**src/rtl/ffra_collect_pkg.sv**
```systemverilog
// Shared constants and entry layout for the ffra result collector.
package ffra_collect_pkg;

    localparam int FFRA_DATA_W    = 16;
    localparam int FFRA_ACC_W_DEF = 24;

    typedef struct packed {
        logic [FFRA_DATA_W-1:0]    data;
        logic [FFRA_ACC_W_DEF-1:0] acc;
    } ffra_entry_t;

endpackage

```
**src/rtl/ffra_collect_fifo.sv**
```systemverilog
// Synchronous FIFO for collector entries; a pop frees a slot for a same-cycle push.
module ffra_collect_fifo #(
    parameter int DEPTH = 4,
    parameter int W     = 40
) (
    input  logic                   clk,
    input  logic                   rst_n,
    input  logic                   push_req,
    input  logic                   pop_req,
    input  logic [W-1:0]           din,
    output logic                   push_ok,
    output logic                   full,
    output logic                   empty,
    output logic [$clog2(DEPTH):0] count,
    output logic [W-1:0]           dout
);

    localparam int AW = $clog2(DEPTH);

    logic [W-1:0]  mem_q [DEPTH];
    logic [W-1:0]  mem_d [DEPTH];
    logic [AW-1:0] wr_ptr_q, wr_ptr_d;
    logic [AW-1:0] rd_ptr_q, rd_ptr_d;
    logic [AW:0]   cnt_q, cnt_d;
    logic          pop_ok;

    assign full  = (cnt_q == (AW+1)'(DEPTH));
    assign empty = (cnt_q == '0);
    assign count = cnt_q;
    assign dout  = mem_q[rd_ptr_q];

    always_comb begin
        pop_ok   = pop_req && !empty;
        push_ok  = push_req && (!full || pop_ok);
        mem_d    = mem_q;
        wr_ptr_d = wr_ptr_q;
        rd_ptr_d = rd_ptr_q;
        if (push_ok) begin
            mem_d[wr_ptr_q] = din;
            wr_ptr_d        = wr_ptr_q + AW'(1);
        end
        if (pop_ok) begin
            rd_ptr_d = rd_ptr_q + AW'(1);
        end
        cnt_d = cnt_q + {{AW{1'b0}}, push_ok} - {{AW{1'b0}}, pop_ok};
    end

    // Storage is reset too so the head reads zero out of reset.
    always_ff @(posedge clk or negedge rst_n) begin
        if (!rst_n) begin
            for (int i = 0; i < DEPTH; i++) mem_q[i] <= '0;
            wr_ptr_q <= '0;
            rd_ptr_q <= '0;
            cnt_q    <= '0;
        end else begin
            mem_q    <= mem_d;
            wr_ptr_q <= wr_ptr_d;
            rd_ptr_q <= rd_ptr_d;
            cnt_q    <= cnt_d;
        end
    end

endmodule

```
**src/rtl/ffra_result_collector.sv**
```systemverilog
// Captures latency-aligned ffra results with a running accumulator into a FIFO.
// Define FFRA_COLLECT_SAT_EN to saturate the accumulator instead of wrapping.
module ffra_result_collector
    import ffra_collect_pkg::*;
#(
    parameter int LATENCY = 1,
    parameter int DEPTH   = 4,
    parameter int ACC_W   = FFRA_ACC_W_DEF
) (
    input  logic                   clk,
    input  logic                   rst_n,
    input  logic                   in_valid,
    input  logic [15:0]            ffra_o,
    input  logic                   acc_clear,
    output logic                   out_valid,
    input  logic                   out_ready,
    output logic [15:0]            out_data,
    output logic [ACC_W-1:0]       out_acc,
    output logic [$clog2(DEPTH):0] fifo_count,
    output logic                   overflow,
    input  logic                   overflow_clr
);

    localparam int ENTRY_W = FFRA_DATA_W + ACC_W;
`ifdef FFRA_COLLECT_SAT_EN
    localparam bit SAT_EN = 1'b1;
`else
    localparam bit SAT_EN = 1'b0;
`endif

    function automatic logic [ACC_W-1:0] fit_acc(input logic [ACC_W:0] sum);
        return (SAT_EN && sum[ACC_W]) ? {ACC_W{1'b1}} : sum[ACC_W-1:0];
    endfunction

    logic               cap;
    logic [ACC_W-1:0]   acc_q, acc_d, acc_base, acc_next;
    logic [ACC_W:0]     acc_sum;
    logic               overflow_q, overflow_d;
    logic               pop, drop, push_ok, fifo_full, fifo_empty;
    logic [ENTRY_W-1:0] fifo_dout;

    generate
        if (LATENCY == 0) begin : g_no_align
            assign cap = in_valid;
        end else begin : g_align
            logic [LATENCY-1:0] align_q, align_d;
            always_comb begin
                align_d[0] = in_valid;
                for (int i = 1; i < LATENCY; i++) align_d[i] = align_q[i-1];
            end
            always_ff @(posedge clk or negedge rst_n) begin
                if (!rst_n) align_q <= '0;
                else        align_q <= align_d;
            end
            assign cap = align_q[LATENCY-1];
        end
    endgenerate

    always_comb begin
        acc_base = acc_clear ? '0 : acc_q;
        acc_sum  = {1'b0, acc_base} + (ACC_W+1)'(ffra_o);
        acc_next = fit_acc(acc_sum);
        pop      = !fifo_empty && out_ready;
        drop     = cap && fifo_full && !pop;
        acc_d    = acc_q;
        if (push_ok)        acc_d = acc_next;
        else if (acc_clear) acc_d = '0;
        // A drop in the same cycle as a clear request leaves the flag set.
        overflow_d = overflow_q;
        if (overflow_clr) overflow_d = 1'b0;
        if (drop)         overflow_d = 1'b1;
    end

    always_ff @(posedge clk or negedge rst_n) begin
        if (!rst_n) begin
            acc_q      <= '0;
            overflow_q <= 1'b0;
        end else begin
            acc_q      <= acc_d;
            overflow_q <= overflow_d;
        end
    end

    ffra_collect_fifo #(
        .DEPTH (DEPTH),
        .W     (ENTRY_W)
    ) u_fifo (
        .clk      (clk),
        .rst_n    (rst_n),
        .push_req (cap),
        .pop_req  (out_ready),
        .din      ({ffra_o, acc_next}),
        .push_ok  (push_ok),
        .full     (fifo_full),
        .empty    (fifo_empty),
        .count    (fifo_count),
        .dout     (fifo_dout)
    );

    assign out_valid = !fifo_empty;
    assign out_data  = fifo_dout[ENTRY_W-1:ACC_W];
    assign out_acc   = fifo_dout[ACC_W-1:0];
    assign overflow  = overflow_q;

endmodule
```
**config.mk**
```make
export PLATFORM = sky130hd
export DESIGN_NAME = ffra_result_collector
export DESIGN_NICKNAME = d
export VERILOG_FILES = /design/src/rtl/ffra_collect_pkg.sv /design/src/rtl/ffra_collect_fifo.sv /design/src/rtl/ffra_result_collector.sv
export SDC_FILE = /design/constraint.sdc
export NUM_CORES = 1
export LEC_CHECK = 0
export CAP_MARGIN = 20
export CORE_MARGIN = 4
export CORE_UTILIZATION = 55
export DETAILED_ROUTE_END_ITERATION = 10
export HOLD_SLACK_MARGIN = 0.02
export PLACE_DENSITY = 0.83
export SLEW_MARGIN = 0
export SYNTH_ARGS = -nofsm -noshare
export SYNTH_HDL_FRONTEND = slang
export SYNTH_SLANG_ARGS = --single-unit
```
**constraint.sdc**
```tcl
create_clock -name clk -period 6.05 [get_ports clk]
set_clock_uncertainty 0.2 [all_clocks]
set_input_delay 1.5125 -clock clk [delete_from_list [all_inputs] [get_ports clk]]
set_output_delay 1.5125 -clock clk [all_outputs]
set_load 0.1 [all_outputs]
```
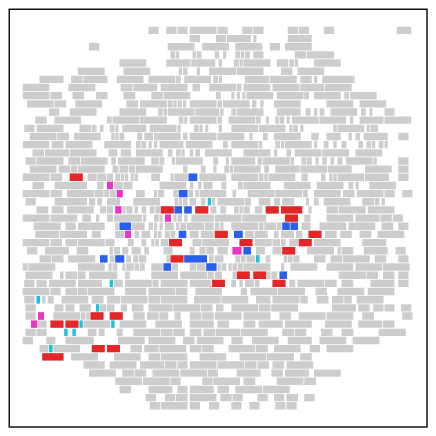
Figure 1: run 1, gate-type map.
Scale: 3 px per um.
| family | colour | cells | most used |
|---|---|---|---|
| inverters | cyan | 10 | inv_1 |
| AND and OR gates | magenta | 8 | and2_1 |
| adder and majority cells | red | 24 | ha_1 |
| AND-OR and OR-AND gates | blue | 16 | a21o_1 |

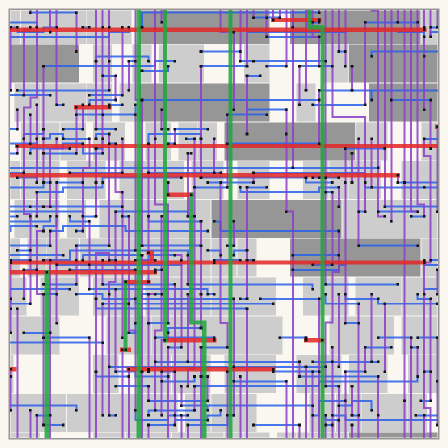
Figure 2: run 1, close-up of the layout.
Region (54, 54) to (84, 84) um. Cells in grey, sequential cells in the stronger grey; small squares are vias.
| layer | colour |
|---|---|
| metal 4 | green |
| metal 1 | blue |
| metal 2 | purple |
| metal 3 | red |
sequential cells in the window: 9
most frequent: nand2_1 (11), o21ai_0 (9), dfrtp_1 (9)
cells with their middle in the window: 79
netlist names of flops here include: acc_q (5), u_fifo.mem_q (4)

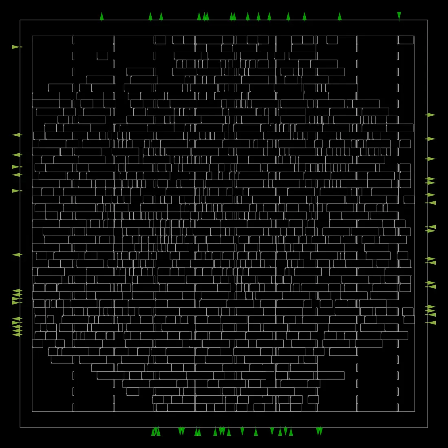
Figure 3: run 1, placed standard cells.
number of well-tap cells placed: 220
fraction of the core area covered by cells at the end of the flow: 65.4%
Std-Cell Core Area: 16600 um2
num rows: 47

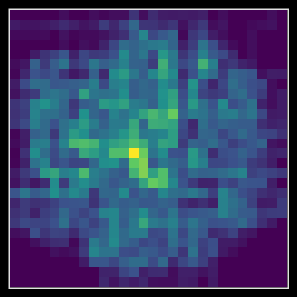
Figure 4: run 1, wire density map.
Scale: 2 px per um. The die is cut into 28 by 28 equal tiles; dark purple is low, yellow is high, scaled to the fullest tile. Values are wire area over tile area, all layers added.
densest ninth of the die: centre
mean over tiles: 0.16
nearly empty tiles: 15%
fullest tile: 0.68

==> flow.log, run 1 <==
[flow] collecting metrics
INFO  metric die-height = between 100 and 150 um
INFO  metric setup_viol = 0
INFO  metric crit_end = out_acc[14]
INFO  metric grt_max_degree = 113
INFO  metric leading_post_synthesis_cells_by_cell_area = dfrtp_1, mux2_2, mux4_2
INFO  metric synth.comb.largest_family = multiplexers
INFO  metric status = finished clean
INFO  metric detailedRoute.firstPassIterationCount = 6
INFO  metric top_register = u_fifo.mem_q
INFO  metric timing.slew.headroom = 33.1%
INFO  metric ys_ff = about 190
INFO  metric worst_pin_slew = 1.00 ns
INFO  metric seq_area = 4830 um2
INFO  metric route.detailed.vias_per_inst = between 5 and 6
INFO  metric area.share.combinational = 39.7%
INFO  metric buffer_area_share = roughly 7.3%
INFO  metric worst_hold_path.num_cells = 2
INFO  metric holdBufCountCts = 0
INFO  metric setup_slack_of_the_critical_path_after_layout = 1.14 ns
INFO  metric worstSetupPathType = register to output port
INFO  metric synthMostInstantiatedCell = dfrtp_1
INFO  metric log.warning_count = 31
INFO  metric worstPathMaxFanout = 22
INFO  metric ys.flop_type = dfrtp_1
INFO  metric cts.root.buffer_cell = clkbuf_16
INFO  metric r2r_cells = 8
INFO  metric crit_path_max_incr_delay = ~1.0 ns
INFO  metric remaining_drc_errors = 0
INFO  metric worstSkewPairLatency = around 0.44 ns
[run 1: routing by layer]
metal | global-route usage (%) | up-vias | wire, um
met1 | 27.7 | 3079 | 8450
met5 | 0 | - | 0
met3 | 4.07 | 41 | 751
met2 | 37.1 | 127 | 10100
met4 | 8.55 | 0 | 529
li1 | - | 2815 | -
[run 1: per-stage QoR]
step	hold WS (ns)
after detailed placement	0.265
after global routing	0.301
after global placement	0.258
after CTS	0.280
final	0.278
after floorplan	0.245
Figure 5. Routed metal, one colour a layer (run 1).
Scale: 3 px per um. Two of the layers only.
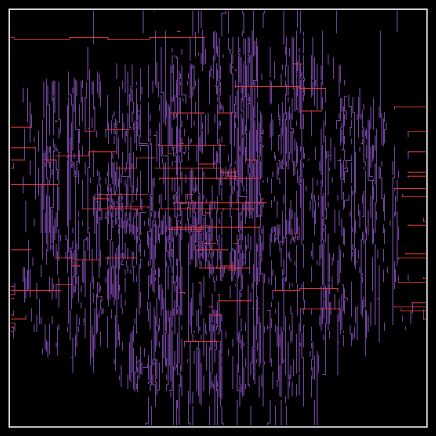

==> run 2: changes to the inputs <==
clock period = 4.85 ns   (was 6.05 ns; I/O delays follow)
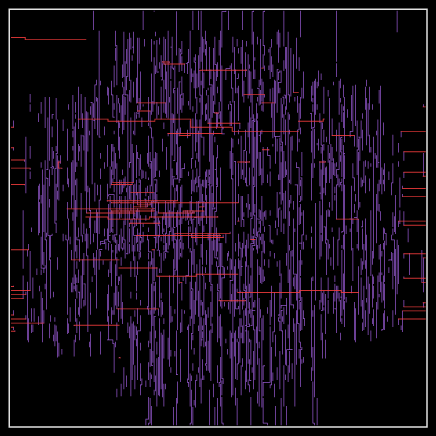
Figure 6: run 2, routed metal, one colour a layer.
Scale: 3 px per um. Two of the layers only.
| layer | colour | wire length |
|---|---|---|
| metal 2 | purple | 9960 um |
| metal 3 | red | 801 um |
overall track demand over capacity in global routing: 21.6%
overall via count from detail_route: 6138
wirelength, routed: 19.7 mm
average wire per cell in the routed design: 18.8 um

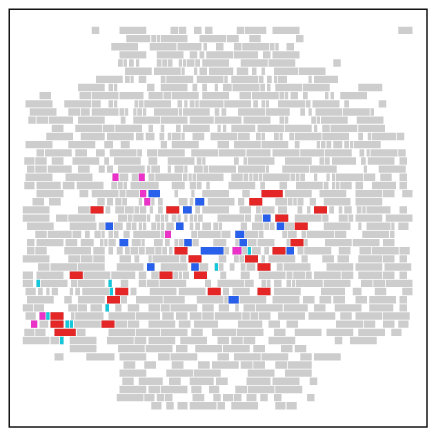
Figure 7: run 2, gate-type map.
Scale: 3 px per um.
| family | colour | cells | most used |
|---|---|---|---|
| adder and majority cells | red | 24 | ha_1 |
| AND-OR and OR-AND gates | blue | 16 | a21o_1 |
| AND and OR gates | magenta | 8 | and2_1 |
| inverters | cyan | 10 | inv_1 |
combinational share of cell area: 40.2%
highest-count logic cell in the final layout: dfrtp_1
number of non-filler instances in the completed layout: 1047

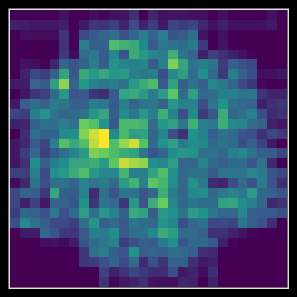
Figure 8: run 2, wire density map.
Scale: 2 px per um. The die is cut into 28 by 28 equal tiles; dark purple is low, yellow is high, scaled to the fullest tile. Values are wire area over tile area, all layers added.
tiles over half the peak: 15%
fullest tile: 0.57
densest ninth of the die: centre
nearly empty tiles: 18%
mean over tiles: 0.16

==> run 2 against run 1 <==
  * Setup slack got worse by 0.28 ns
  * Global-route usage decreased by 0.12 points
  * Via count is 1.3% higher
==> flow.log, run 2 <==
[flow] collecting metrics
INFO  metric holdWs = 0.276 ns (-0.00155 ns)
INFO  metric std_cell_core_area = 16600 um2 (unchanged)
INFO  metric cts.root.buffer_cell = clkbuf_16
INFO  metric holdBufCountCts = 0 (unchanged)
INFO  metric crit_path_max_incr_delay = 0.53 ns (-0.47 ns)
INFO  metric status = finished clean
INFO  metric worstPathMaxFanout = 10 (-55%)
INFO  metric floorplan.rows = 47 (unchanged)
INFO  metric worst_pin_slew = 0.975 ns (-0.0249 ns)
INFO  metric crit_end = u_fifo.mem_q[97]$_DFFE_PN0P_
INFO  metric die-height = 139 um (unchanged)
INFO  metric ys.flop_type = dfrtp_1
INFO  metric r2r_cells = 10 (+2)
INFO  metric seq_area = 4830 um2 (unchanged)
INFO  metric worstSetupPathType = input pin to register
INFO  metric setup_slack_of_the_critical_path_after_layout = 0.860 ns (-0.285 ns)
INFO  metric final_util = 64.7% (-0.72 points)
INFO  metric leading_post_synthesis_cells_by_cell_area = dfrtp_1, mux2_2, mux4_2
INFO  metric log.warning_count = 29 (-6.5%)
INFO  metric buffer_area_share = 6.80% (-0.48 points)
INFO  metric synth.comb.largest_family = multiplexers
INFO  metric top_register = u_fifo.mem_q
INFO  metric worst_hold_path.num_cells = 2 (unchanged)
INFO  metric ys_ff = 193 (unchanged)
## run 2: layer usage
metal / vias to the layer above / GRT usage (%) / part of all wire, %
met5: - / 0 / 0
met4: 0 / 6.59 / 1.5
met3: 22 / 4.72 / 4.1
met2: 122 / 35.9 / 51
met1: 3170 / 28.8 / 44
li1: 2824 / - / -
## run 2: critical path, delay by kind of cell
kind	cells	cell delay [ns]
compound gates	6	1.26
buf+inv	2	0.77
fa+ha+maj	1	0.31
mux	1	0.29
simple gates	1	0.27
Figure 9. Close-up of the layout (run 2).
Region (54, 54) to (84, 84) um. Cells in grey, sequential cells in the stronger grey; small squares are vias.
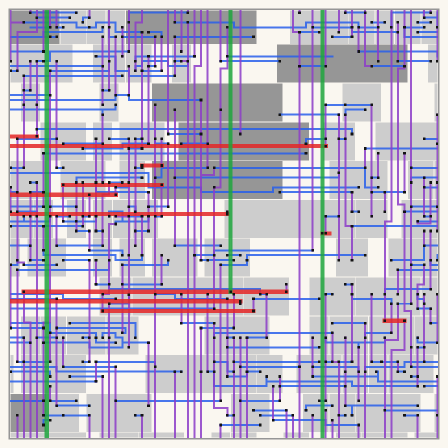

==> run 3: changes to the inputs <==
CORE_UTILIZATION = 53   (was 55)
PLACE_DENSITY = 0.84   (was 0.83)
clock period = 3.28 ns   (was 4.85 ns; I/O delays follow)
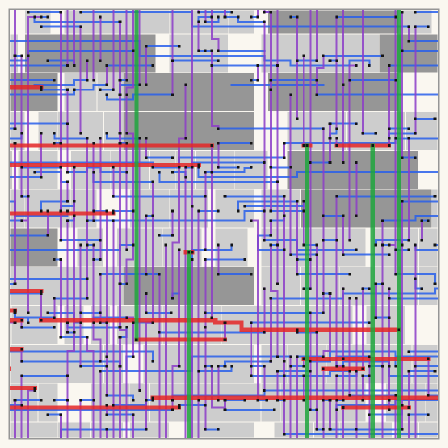
Figure 10: run 3, close-up of the layout.
Region (56, 56) to (86, 86) um. Cells in grey, sequential cells in the stronger grey; small squares are vias.
| layer | colour |
|---|---|
| metal 4 | green |
| metal 1 | blue |
| metal 2 | purple |
| metal 3 | red |
cells with their middle in the window: 72
most frequent: buf_4 (15), nand2_1 (9), dfrtp_1 (8)
sequential cells in the window: 8
netlist names of flops here include: acc_q (5), u_fifo.mem_q (3)

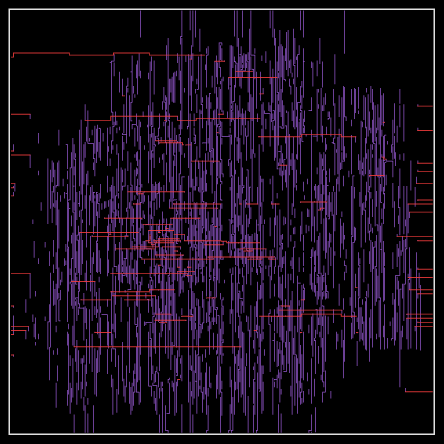
Figure 11: run 3, routed metal, one colour a layer.
Scale: 3 px per um. Two of the layers only.
| layer | colour | wire length |
|---|---|---|
| metal 3 | red | 938 um |
| metal 2 | purple | 11500 um |
average wire per cell in the routed design: 19.2 um
overall via count from detail_route: 6584
wirelength, routed: 21.8 mm
overall track demand over capacity in global routing: 23.1%

==> run 3 against run 2 <==
  * Via count up 7.3%
  * Synthesized cell count unchanged
  * Critical path depth down 1
  * Setup slack worse by 0.66 ns
  * Design area up 12%
  * Routed wire length up 11%
  * Sequential cell count unchanged
  * Critical endpoint is now u_fifo.mem_q[140]$_DFFE_PN0P_
==> flow.log, run 3 <==
[flow] collecting metrics
INFO  metric status = finished clean
INFO  metric std_cell_core_area = 17400 um2 (+4.3%)
INFO  metric finish.cell_count_without_fillers = 1135 (+8.4%)
INFO  metric crit_path_max_incr_delay = 0.40 ns (-0.13 ns)
INFO  metric holdWs = 0.215 ns (-0.0618 ns)
INFO  metric seq_area = 4830 um2 (unchanged)
INFO  metric buffer_area_share = 16.3% (+9.5 points)
INFO  metric top_layer = met4
INFO  metric ys_ff = 193 (unchanged)
INFO  metric floorplan.rows = 48 (+2.1%)
INFO  metric met3WireLength = 938 um (+17%)
INFO  metric kind_of_cell_adding_the_most_delay_to_the_critical_path = AND-OR/OR-AND gates
INFO  metric critical_path_depth = 10 (-1)
INFO  metric area.share.combinational = 36.1% (-4.1 points)
INFO  metric final_util = 69.5% (+4.8 points)
INFO  metric detail_route.wirelength.met1 = 8.75 mm (+1.3%)
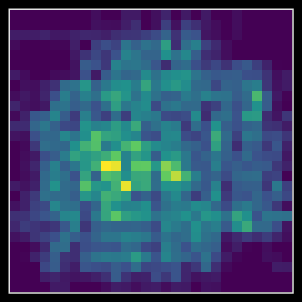
Figure 12: run 3, wire density map.
Scale: 2 px per um. The die is cut into 28 by 28 equal tiles; dark purple is low, yellow is high, scaled to the fullest tile. Values are wire area over tile area, all layers added.
mean over tiles: 0.17
tiles over half the peak: 10%
densest ninth of the die: centre
nearly empty tiles: 16%
fullest tile: 0.69

[run 3: cell count changes in the layout (fill, tap and decap cells not counted), moves of 2 or more]
cell and delta:
buf_12 +49, buf_4 +41, bufinv_16 +2, clkbuf_8 +3, clkdlybuf4s50_1 -8, clkinv_2 +4, clkinv_4 -2, clkinvlp_4 -3
inv_6 -4, inv_8 -2
[run 3: metal layers]
metal | up-vias | track usage [%]
met3 | 50 | 4.44
met1 | 3357 | 28.7
met5 | - | 0
met4 | 0 | 7.96
li1 | 3005 | -
met2 | 172 | 40.4
[run 3: what timing repair did]
| item | CTS | global route |
|---|---|---|
| hold buffers | 0 | 0 |
| pin swaps | 0 | 0 |
| endpoints found under the setup margin | 78 | 23 |
| gates resized | 2 | 7 |
| endpoints found under the hold margin | 0 | 0 |
